--- config.mk ---
export PLATFORM = sky130hd
export DESIGN_NAME = ext_bus_router
export DESIGN_NICKNAME = d
export VERILOG_FILES = /design/src/rtl/ext_bus_pkg.sv /design/src/rtl/ext_bus_timeout.sv /design/src/rtl/ext_bus_router.sv
export SDC_FILE = /design/constraint.sdc
export NUM_CORES = 1
export LEC_CHECK = 0
export CORE_MARGIN = 4
export CORE_UTILIZATION = 29
export CTS_CLUSTER_DIAMETER = 30
export CTS_CLUSTER_SIZE = 14
export DETAILED_ROUTE_END_ITERATION = 16
export GPL_ROUTABILITY_DRIVEN = 0
export HOLD_SLACK_MARGIN = 0.06
export PLACE_DENSITY = 0.66
export SLEW_MARGIN = 20
export SYNTH_ARGS = -nofsm -noshare
export SYNTH_HDL_FRONTEND = slang
export SYNTH_HIERARCHICAL = 1
export SYNTH_SLANG_ARGS = --single-unit
--- constraint.sdc ---
create_clock -name clk -period 3 [get_ports clk]
set_clock_uncertainty 0.2 [all_clocks]
set_input_delay 0.45 -clock clk [delete_from_list [all_inputs] [get_ports clk]]
set_output_delay 0.45 -clock clk [all_outputs]
set_load 0.1 [all_outputs]
--- src/rtl/ext_bus_pkg.sv ---
// Shared types and width helpers for the external bus router.
package ext_bus_pkg;

  typedef enum logic [1:0] {
    IDLE   = 2'd0,
    ACCESS = 2'd1,
    DONE   = 2'd2,
    ERROR  = 2'd3
  } bus_state_t;

  typedef enum logic [1:0] {
    ERR_NONE     = 2'd0,
    ERR_UNMAPPED = 2'd1,
    ERR_CONFLICT = 2'd2,
    ERR_TIMEOUT  = 2'd3
  } err_cause_t;

  localparam int ERR_CAUSE_W = 2;

  // Width of a channel index; never narrower than one bit.
  function automatic int ch_idx_w(input int num_ch);
    return (num_ch > 1) ? $clog2(num_ch) : 1;
  endfunction

  // Width of the access timeout counter; TIMEOUT = 0 still needs one bit.
  function automatic int tmo_cnt_w(input int timeout);
    return (timeout > 0) ? $clog2(timeout + 1) : 1;
  endfunction

endpackage

--- src/rtl/ext_bus_timeout.sv ---
// Access timeout counter: cleared on ACCESS entry, counts wait cycles,
// flags expiry on the cycle whose increment reaches TIMEOUT.
module ext_bus_timeout #(
  parameter int TIMEOUT = 255,
  parameter int CNT_W   = 8
) (
  input  logic clk,
  input  logic rst_n,
  input  logic clr_i,
  input  logic en_i,
  output logic expired_o
);

  logic [CNT_W-1:0] cnt_q;
  logic [CNT_W-1:0] cnt_d;
  logic [CNT_W-1:0] cnt_inc_s;

  // Next count and expiry compare; a zero TIMEOUT never expires.
  always_comb begin
    cnt_inc_s = cnt_q + CNT_W'(1);
    cnt_d     = cnt_q;
    expired_o = 1'b0;
    if (clr_i) begin
      cnt_d = '0;
    end else if (en_i) begin
      cnt_d = cnt_inc_s;
    end else begin
      cnt_d = cnt_q;
    end
    if ((TIMEOUT != 0) && en_i && (cnt_inc_s == CNT_W'(TIMEOUT))) begin
      expired_o = 1'b1;
    end else begin
      expired_o = 1'b0;
    end
  end

  // Counter register with synchronous active-low reset.
  always_ff @(posedge clk) begin
    if (!rst_n) begin
      cnt_q <= '0;
    end else begin
      cnt_q <= cnt_d;
    end
  end

endmodule

--- src/rtl/ext_bus_router.sv ---
// CPU-to-channel bus router: decodes the top address bits into a channel,
// runs one access at a time through IDLE/ACCESS/DONE/ERROR and keeps a
// sticky record of the first failing access.
module ext_bus_router
  import ext_bus_pkg::*;
#(
  parameter int ADDR_W  = 24,
  parameter int DATA_W  = 16,
  parameter int SEL_W   = 3,
  parameter int NUM_CH  = 4,
  parameter int TIMEOUT = 255
) (
  input  logic                       clk,
  input  logic                       rst_n,
  input  logic [ADDR_W-1:0]          addr_i,
  input  logic                       re_i,
  input  logic                       we_i,
  input  logic [DATA_W-1:0]          wdata_i,
  output logic [DATA_W-1:0]          rdata_o,
  output logic                       needWait_o,
  output logic [ADDR_W-SEL_W-1:0]    ch_addr_o,
  output logic [DATA_W-1:0]          ch_wdata_o,
  output logic [NUM_CH-1:0]          ch_re_o,
  output logic [NUM_CH-1:0]          ch_we_o,
  input  logic [NUM_CH*DATA_W-1:0]   ch_rdata_i,
  input  logic [NUM_CH-1:0]          ch_needWait_i,
  input  logic                       clr_err_i,
  output logic                       err_o,
  output logic [ADDR_W-1:0]          err_addr_o,
  output logic [ERR_CAUSE_W-1:0]     err_cause_o
);

  localparam int OFF_W = ADDR_W - SEL_W;
  localparam int IDX_W = ch_idx_w(NUM_CH);
  localparam int CNT_W = tmo_cnt_w(TIMEOUT);

  bus_state_t          state_q, state_d;
  logic [ADDR_W-1:0]   addr_q, addr_d;
  logic [DATA_W-1:0]   wdata_q, wdata_d;
  logic [DATA_W-1:0]   rdata_q, rdata_d;
  logic                rd_q, rd_d;
  logic [IDX_W-1:0]    ch_q, ch_d;
  logic [NUM_CH-1:0]   ch_re_q, ch_re_d;
  logic [NUM_CH-1:0]   ch_we_q, ch_we_d;
  logic                err_q, err_d;
  logic [ADDR_W-1:0]   err_addr_q, err_addr_d;
  err_cause_t          err_cause_q, err_cause_d;

  logic [SEL_W-1:0]    req_idx_s;
  logic [IDX_W-1:0]    req_ch_s;
  logic [NUM_CH-1:0]   req_oh_s;
  logic                req_unmapped_s;
  logic                sel_wait_s;
  logic [DATA_W-1:0]   sel_rdata_s;
  logic                tmo_clr_s, tmo_en_s, tmo_exp_s;
  logic                err_evt_s;
  err_cause_t          err_evt_cause_s;
  logic [ADDR_W-1:0]   err_evt_addr_s;
  logic                need_wait_s;

  ext_bus_timeout #(
    .TIMEOUT (TIMEOUT),
    .CNT_W   (CNT_W)
  ) u_timeout (
    .clk       (clk),
    .rst_n     (rst_n),
    .clr_i     (tmo_clr_s),
    .en_i      (tmo_en_s),
    .expired_o (tmo_exp_s)
  );

  // Decode the incoming request address into a region index and one-hot strobe.
  always_comb begin
    req_idx_s      = addr_i[ADDR_W-1 -: SEL_W];
    req_ch_s       = req_idx_s[IDX_W-1:0];
    req_unmapped_s = (32'(req_idx_s) >= 32'(NUM_CH));
    req_oh_s       = '0;
    for (int k = 0; k < NUM_CH; k++) begin
      req_oh_s[k] = (req_ch_s == IDX_W'(k));
    end
  end

  // Select wait and read data of the latched channel.
  always_comb begin
    sel_wait_s  = ch_needWait_i[ch_q];
    sel_rdata_s = ch_rdata_i[32'(ch_q)*DATA_W +: DATA_W];
  end

  // Access sequencer: next state, latches, strobes and error events.
  always_comb begin
    state_d         = state_q;
    addr_d          = addr_q;
    wdata_d         = wdata_q;
    rd_d            = rd_q;
    ch_d            = ch_q;
    rdata_d         = rdata_q;
    ch_re_d         = '0;
    ch_we_d         = '0;
    tmo_clr_s       = 1'b0;
    tmo_en_s        = 1'b0;
    err_evt_s       = 1'b0;
    err_evt_cause_s = ERR_NONE;
    err_evt_addr_s  = addr_q;
    need_wait_s     = 1'b0;
    case (state_q)
      IDLE: begin
        need_wait_s = re_i | we_i;
        if (re_i || we_i) begin
          addr_d  = addr_i;
          wdata_d = wdata_i;
          rd_d    = re_i;
          ch_d    = req_ch_s;
          if (re_i && we_i) begin
            state_d         = ERROR;
            err_evt_s       = 1'b1;
            err_evt_cause_s = ERR_CONFLICT;
            err_evt_addr_s  = addr_i;
            rdata_d         = '1;
          end else if (req_unmapped_s) begin
            state_d         = ERROR;
            err_evt_s       = 1'b1;
            err_evt_cause_s = ERR_UNMAPPED;
            err_evt_addr_s  = addr_i;
            if (re_i) begin
              rdata_d = '1;
            end else begin
              rdata_d = rdata_q;
            end
          end else begin
            state_d   = ACCESS;
            tmo_clr_s = 1'b1;
            if (re_i) begin
              ch_re_d = req_oh_s;
            end else begin
              ch_we_d = req_oh_s;
            end
          end
        end else begin
          state_d = IDLE;
        end
      end
      ACCESS: begin
        need_wait_s = 1'b1;
        if (!sel_wait_s) begin
          state_d = DONE;
          if (rd_q) begin
            rdata_d = sel_rdata_s;
          end else begin
            rdata_d = rdata_q;
          end
        end else begin
          tmo_en_s = 1'b1;
          if (tmo_exp_s) begin
            state_d         = ERROR;
            err_evt_s       = 1'b1;
            err_evt_cause_s = ERR_TIMEOUT;
            err_evt_addr_s  = addr_q;
            if (rd_q) begin
              rdata_d = '1;
            end else begin
              rdata_d = rdata_q;
            end
          end else begin
            ch_re_d = ch_re_q;
            ch_we_d = ch_we_q;
          end
        end
      end
      DONE: begin
        state_d = IDLE;
      end
      ERROR: begin
        state_d = IDLE;
      end
      default: begin
        state_d = IDLE;
      end
    endcase
  end

  // Sticky error record: first error wins unless cleared in the same cycle.
  always_comb begin
    err_d       = err_q;
    err_addr_d  = err_addr_q;
    err_cause_d = err_cause_q;
    if (err_evt_s) begin
      err_d = 1'b1;
      if (!err_q || clr_err_i) begin
        err_addr_d  = err_evt_addr_s;
        err_cause_d = err_evt_cause_s;
      end else begin
        err_addr_d  = err_addr_q;
        err_cause_d = err_cause_q;
      end
    end else if (clr_err_i) begin
      err_d       = 1'b0;
      err_addr_d  = '0;
      err_cause_d = ERR_NONE;
    end else begin
      err_d = err_q;
    end
  end

  // State, latch and output registers with synchronous active-low reset.
  always_ff @(posedge clk) begin
    if (!rst_n) begin
      state_q     <= IDLE;
      addr_q      <= '0;
      wdata_q     <= '0;
      rdata_q     <= '0;
      rd_q        <= 1'b0;
      ch_q        <= '0;
      ch_re_q     <= '0;
      ch_we_q     <= '0;
      err_q       <= 1'b0;
      err_addr_q  <= '0;
      err_cause_q <= ERR_NONE;
    end else begin
      state_q     <= state_d;
      addr_q      <= addr_d;
      wdata_q     <= wdata_d;
      rdata_q     <= rdata_d;
      rd_q        <= rd_d;
      ch_q        <= ch_d;
      ch_re_q     <= ch_re_d;
      ch_we_q     <= ch_we_d;
      err_q       <= err_d;
      err_addr_q  <= err_addr_d;
      err_cause_q <= err_cause_d;
    end
  end

  assign rdata_o     = rdata_q;
  assign needWait_o  = need_wait_s;
  assign ch_addr_o   = addr_q[OFF_W-1:0];
  assign ch_wdata_o  = wdata_q;
  assign ch_re_o     = ch_re_q;
  assign ch_we_o     = ch_we_q;
  assign err_o       = err_q;
  assign err_addr_o  = err_addr_q;
  assign err_cause_o = err_cause_q;

endmodule

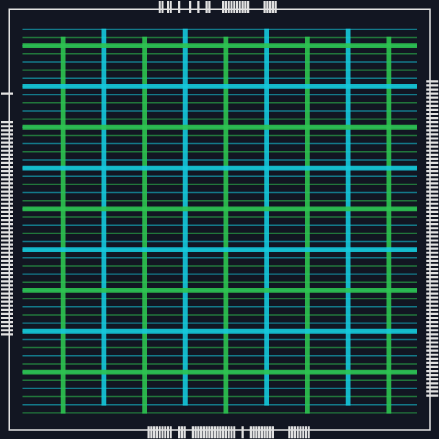
Fig. 1. Power grid (run 1).
Scale: 3 px per um. Pins as bars on the die edge.
color	net
green	VSS
cyan	VDD
met4 straps	9
signal pins	202
met1 rails	48
rows	47
met5 straps	9
Core Footprint: 16800 um2
Peak VDD IR: 0.000274 V
Die Y: 140 um
chip width: 140 um

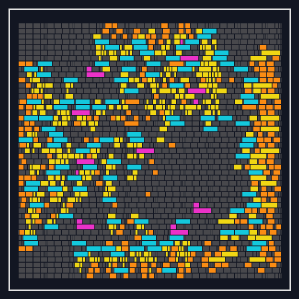
Fig. 2. Placed cells, one color a class (run 1).
Scale: 2 px per um. Fill, decap, tap and diode cells in gray.
color	class	cells
magenta	clock drivers and dummy loads	16
orange	other buffers and delay cells	220
cyan	flops	102
yellow	combinational and other logic	343
Post-Layout Inst Area: 7210 um2
Util after Layout: 42.9%
Rows: 47
flop share of the area: 28.3%

==> flow_metrics.py, run 1 <==
# Generated from Yosys and OpenROAD reports
metrics = {
    "setup_path": {
        "crit_path_end": "err_addr_o[14]",
        "cp_max_fo": 24,
        "reg2reg_slack_ns": 0.47,
        "crit_path_end_kind": "register",
        "crit_arrival_ns": 2.59,
        "r2r_end": "err_addr_o[14]",
        "r2r-start": "u_timeout/cnt_q[0]",
        "crit_family": "AND-OR/OR-AND gates",
        "slowest_delay_ns": 0.47,
        "path_depth": 11,
        "r2r_cells": 9,
        "crit_slowest_cell": "clkdlybuf4s50_1",
        "criticalPathCategory": "input port to register",
        "startpoint_type": "input port",
        "required_ns": 3.05,
    },
    "timing": {
        "setup_viol": 0,
        "maxSlewViolCount": 0,
        "fmax_mhz": 393,
        "period_used_pct": 84.8,
        "tightest_slew_ns": 0.592,
        "fin_tns_setup_ns": 0,
        "slew_headroom_pct": 60.2,
    },
    "logic_synthesis": {
        "top_area_cell": "dfxtp_1",
        "ys_top_cells_by_count": "102 x dfxtp_1, 90 x nand2_1, 43 x a21boi_0, 27 x a21oi_1, 25 x nand3b_1",
        "ys.flops": 102,
        "synthDominantCellAreaShare_pct": 40.6,
        "yosysChipArea_um2": 5030,
        "netlist_area_um2": 5030,
        "synthCells": 508,
        "fp_nets": 623,
        "ys_async_sr_fraction_pct": 0,
        "ys_cells": 508,
        "yosys_warnings": 6,
    },
    "power_and_ir_drop": {
        "p_seq_mw": 1.54,
        "total_leakage_power_nw": 2.82,
        "power.density_nw_per_um2": 595,
        "seqPwrFrac_pct": 35.9,
        "p_total_mw": 4.29,
        "switchingPower_mw": 1.74,
        "intPower_mw": 2.56,
        "p_comb_share_pct": 38.6,
    },
    "placed_design": {
        "io_buffers": 201,
        "dpl_cell_area_um2": 6940,
        "place_inst": 885,
    },
    "drt": {
        "firstDrtPassIters": 4,
        "drtIter0Drc": 232,
        "drc": 0,
    },
    "layout": {
        "fin_cells": 901,
        "antenna_cells": 0,
    },
    "global_route": {
        "grt_max_degree": 91,
        "overflow": 0,
    },
    "cts": {
        "cts.sinks": 102,
        "clockBufferDepth": 2,
        "ctsHoldBuffers": 0,
        "htreeDepth": 3,
        "cts_setup_buffers": 0,
        "cts_resized": 0,
        "cts_tree": "done",
    },
    "min_path": {
        "hold_end": "ch_we_o[2]",
        "hp-start": "ch_we_o[2]",
    },
    "die": {
        "dieArea_um2": 19500,
        "initial_core_util_pct": 29.9,
    },
    "job": {
        "warnings": 27,
        "drv_cap": 0,
    },
    "run_status": {
        "status": "finished clean",
    },
}
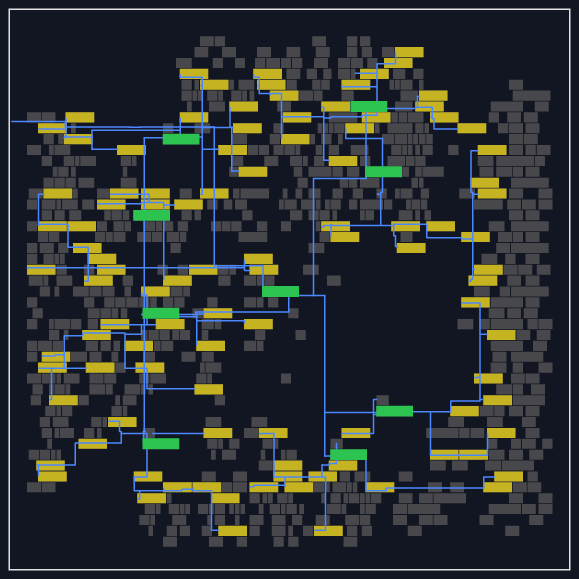
Fig. 3. Clock network drawn from the DEF (run 1).
Scale: 4 px per um.
[yellow] flip-flops | count: 102
[blue] clock wires | length: 1370 um
[green] clock drivers | count: 9
routed clock nets	10
flops lie	all over the die
Clock Latency Late Sink: 0.35 ns
clock-net power: 1.10 mW
Clock Power Share: 25.5%

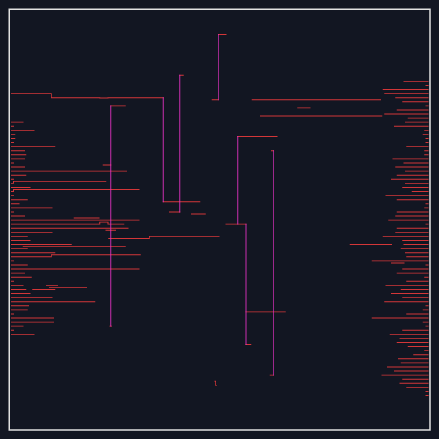
Fig. 4. Wiring by layer (run 1).
Scale: 3 px per um. Two of the layers only.
color	layer	wire length
magenta	metal 4	320 um
red	metal 3	1550 um
Wirelength per Cell: 17.3 um
total wire length: 15600 um
Vias: 4448
All-Layer GR Usage: 15.5%

## run 1: routing by layer
metal	part of all wire (%)	GRT usage [%]	vias to the layer above
met4	2.0	5.71	0
met1	40	17.8	2102
li1	-	-	2153
met2	48	26.1	176
met3	9.9	5.90	17
met5	0	0	-
## run 1: sequential cells by signal (all words and copies together) (netlist names)
name             count
err_o                1
u_timeout/cnt_q      8
rdata_o             16
ch_wdata_o          16
err_addr_o          24
state_q              2
rd_q                 1
addr_q              24
err_cause_o          2
ch_re_o              4
ch_we_o              4
## run 1: placed cells by master (no fill, tap or decap), types with 3 or more instances in the layout
cell type / n
clkdlybuf4s50_1: 111
buf_4: 105
dfxtp_1: 102
nand2_1: 90
a21boi_0: 43
a21oi_1: 27
nand3b_1: 25
mux2_2: 24
a31o_2: 23
mux4_2: 11
o221a_1: 10
nor2_1: 9
clkbuf_16: 9
o221a_2: 7
nor2b_1: 6
mux4_1: 6
a22o_1: 5
inv_1: 4
xor2_1: 4
nor3_1: 4
a32o_1: 4
buf_12: 4
nand2b_1: 3
nand3_1: 3
xnor2_1: 3
## run 1: cell type report
| type | instances | area (um2) |
|---|---|---|
| tap | 220 | 275 |
| fill | 1624 | 9610 |
| clock inverter | 6 | 46.3 |
| sequential | 102 | 2040 |
| clock buffer | 10 | 229 |
| inverter | 4 | 15.0 |
| multi-input combinational | 339 | 2620 |
| timing repair buffer | 220 | 1980 |
## run 1: cell families after synthesis
logic type / after synthesis / share of synthesized area, %
compound gates: 133 / 20.9
mux: 42 / 13.6
buf+inv: 67 / 7.51
xor+xnor: 7 / 1.22
flops: 102 / 40.6
fa+ha+maj: 3 / 0.696
simple gates: 154 / 15.5
==> run 2: changes to the inputs <==
==> constraint.sdc (replaced) <==
create_clock -name clk -period 2.6 [get_ports clk]
set_clock_uncertainty 0.2 [all_clocks]
set_input_delay 0.39 -clock clk [delete_from_list [all_inputs] [get_ports clk]]
set_output_delay 0.39 -clock clk [all_outputs]
set_load 0.1 [all_outputs]
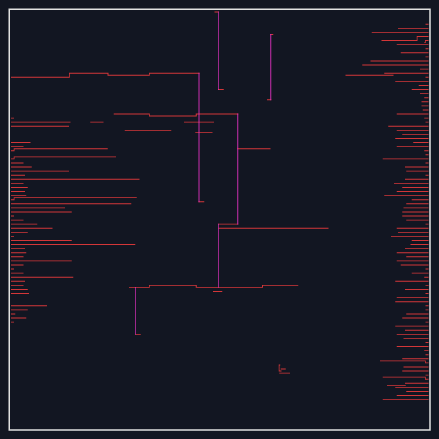
Fig. 5. Wiring by layer (run 2).
Scale: 3 px per um. Two of the layers only.
Vias: 4505
total wire length: 15700 um

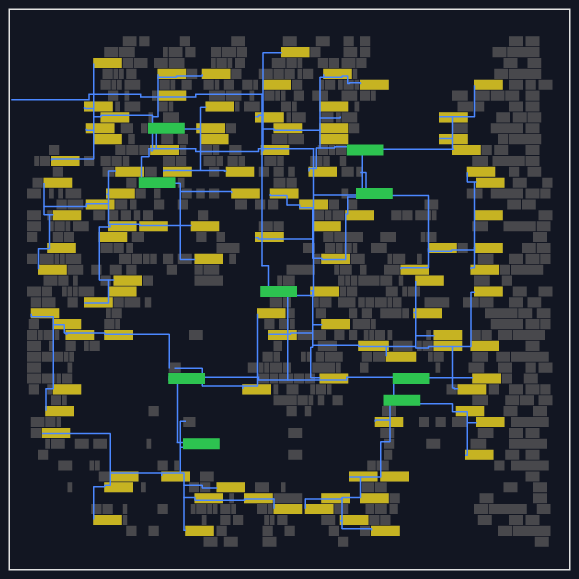
Fig. 6. Clock network drawn from the DEF (run 2).
Scale: 4 px per um.
clock-net power: 1.29 mW
Clock Power Share: 25.8%

==> flow_metrics.py, run 2 <==
# Generated from Yosys and OpenROAD reports
metrics = {
    "timing": {
        "slew_headroom_pct": 58.2,
        "setup_viol": 0,
        "maxSlewViolCount": 0,
        "tightest_slew_ns": 0.623,
        "rsz0062_at_grt": "false",
        "period_used_pct": 92.8,
        "fmax_mhz": 415,
    },
    "layout": {
        "antenna_cells": 0,
        "final_cell_mix": "111 x clkdlybuf4s50_1, 106 x buf_4, 100 x dfxtp_1",
        "seq_share_pct": 28.2,
        "nClkBuffers": 12,
        "mostFrequentLayoutCell": "clkdlybuf4s50_1",
        "drive_gt1_share_pct": 30.3,
        "comb_cells": 339,
        "n_all_inverters": 4,
        "utilization_pct": 43.2,
        "seq_area_um2": 2040,
        "comb_share_pct": 36.4,
        "logic_area_um2": 2640,
        "clock_area_share_pct": 3.81,
        "seq_cells": 102,
        "nonClkBufAreaFrac_pct": 27.6,
        "nNonClkBuffers": 222,
        "largest_class": "combinational gates",
        "stdcell_area_um2": 7260,
        "nFillCells": 1619,
        "syn2layout_area_growth_pct": 44.3,
    },
    "setup_path": {
        "crit_family": "simple AND/OR/NAND/NOR gates",
        "crit_arrival_ns": 2.50,
        "crit_path_end_kind": "register",
        "criticalPathCategory": "register to register",
        "startpoint_type": "register",
        "cp_max_fo": 18,
        "crit_slowest_cell": "dfxtp_1",
        "slowest_delay_ns": 0.49,
        "required_ns": 2.68,
    },
    "die": {
        "io_pins": 202,
        "dieArea_um2": 19500,
        "fp.dieW_um": 140,
        "core-area_um2": 16800,
        "num_rows": 47,
        "initial_core_util_pct": 29.9,
        "fp.dieH_um": 140,
        "taps": 220,
    },
    "cts": {
        "cts_setup_buffers": 0,
        "clock_latency_ns": 0.35,
        "cts.sinks": 102,
        "htreeDepth": 3,
        "ctsHoldBuffers": 0,
        "cts_tree": "done",
        "cts_resized": 0,
        "clock-root-buffer": "clkbuf_16",
        "clk_pin_slew_ns": 0.07,
        "clockBufferDepth": 2,
    },
    "placed_design": {
        "io_buffers": 201,
        "hpwl_um": 11600,
        "dpl_cell_area_um2": 6970,
    },
    "job": {
        "warnings": 28,
        "drv_cap": 0,
    },
    "logic_synthesis": {
        "yosysChipArea_um2": 5030,
        "ys_cells": 508,
        "ys_top_cells_by_count": "102 x dfxtp_1, 90 x nand2_1, 43 x a21boi_0, 27 x a21oi_1, 25 x nand3b_1",
        "synthDominantCellAreaShare_pct": 40.6,
        "synth.top_cells.by_area": "dfxtp_1 41%, nand2_1 6.7%, a21boi_0 6.4%, mux2_2 5.4%, mux4_2 4.9%",
        "ys.flops": 102,
        "netlist_area_um2": 5030,
        "synth_seq_share_pct": 40.6,
        "synthCells": 508,
        "edf_count": 0,
        "yosys_warnings": 6,
        "top_area_cell": "dfxtp_1",
        "ys_async_sr_fraction_pct": 0,
        "fp_nets": 623,
    },
    "global_route": {
        "grt_pass1_wl_um": 24500,
        "grt_max_degree": 66,
        "grt_usage_pct": 15.3,
        "overflow": 0,
    },
    "drt": {
        "drtIter0Drc": 124,
        "avgViaCountPerCell": 4.99,
        "firstDrtPassIters": 4,
        "drc": 0,
        "wl_per_cell_um": 17.4,
    },
    "power_and_ir_drop": {
        "peakVddDrop_v": 0.000311,
        "total_leakage_power_nw": 2.83,
        "power.density_nw_per_um2": 689,
        "p_total_mw": 5.00,
    },
    "run_status": {
        "status": "finished clean",
    },
    "min_path": {
        "hold_class": "register to register",
    },
}
run 2: path summary, 6_finish.rpt:
| path | slack, ns | end | start | cells after the start |
|---|---|---|---|---|
| worst min register to register | 0.26 | ch_wdata_o[6] | ch_wdata_o[6] | 2 |
| worst max-delay path | 0.19 | err_addr_o[23] | u_timeout/cnt_q[2] | 9 |
| worst max register to register | 0.19 | err_addr_o[23] | u_timeout/cnt_q[2] | 9 |
| worst min-delay path | 0.26 | ch_wdata_o[6] | ch_wdata_o[6] | 2 |
run 2: cells by family after synthesis:
| kind of cell | Yosys count | share of synthesized area, % |
|---|---|---|
| simple gates | 154 | 15.5 |
| compound gates | 133 | 20.9 |
| flops | 102 | 40.6 |
| buf+inv | 67 | 7.51 |
| mux | 42 | 13.6 |
| xor+xnor | 7 | 1.22 |
| fa+ha+maj | 3 | 0.696 |
run 2: report_power, final:
| group | total (mW) | switching (mW) | internal, mW |
|---|---|---|---|
| sequential | 1.78 | 0.0834 | 1.69 |
| clock | 1.29 | 0.611 | 0.681 |
| combinational | 1.93 | 1.32 | 0.610 |
| total | 5.00 | 2.02 | 2.98 |
run 2: routing by layer:
| metal | up-vias | wire, um | track usage [%] |
|---|---|---|---|
| li1 | 2168 | - | - |
| met1 | 2151 | 6660 | 18.4 |
| met2 | 173 | 7370 | 25.7 |
| met3 | 13 | 1490 | 6.21 |
| met4 | 0 | 163 | 3.42 |
| met5 | - | 0 | 0 |
run 2: metrics by stage:
step / worst slack, ns / instances / TNS (ns)
after global placement: -0.103 / 887 / -3.17
after floorplan: -0.00641 / 508 / -0.119
final: 0.188 / 903 / 0
after CTS: 0.0583 / 903 / 0
after detailed placement: -0.136 / 887 / -4.34
after global routing: 0.0260 / 903 / 0
Power and IR drop assume default switching activity.
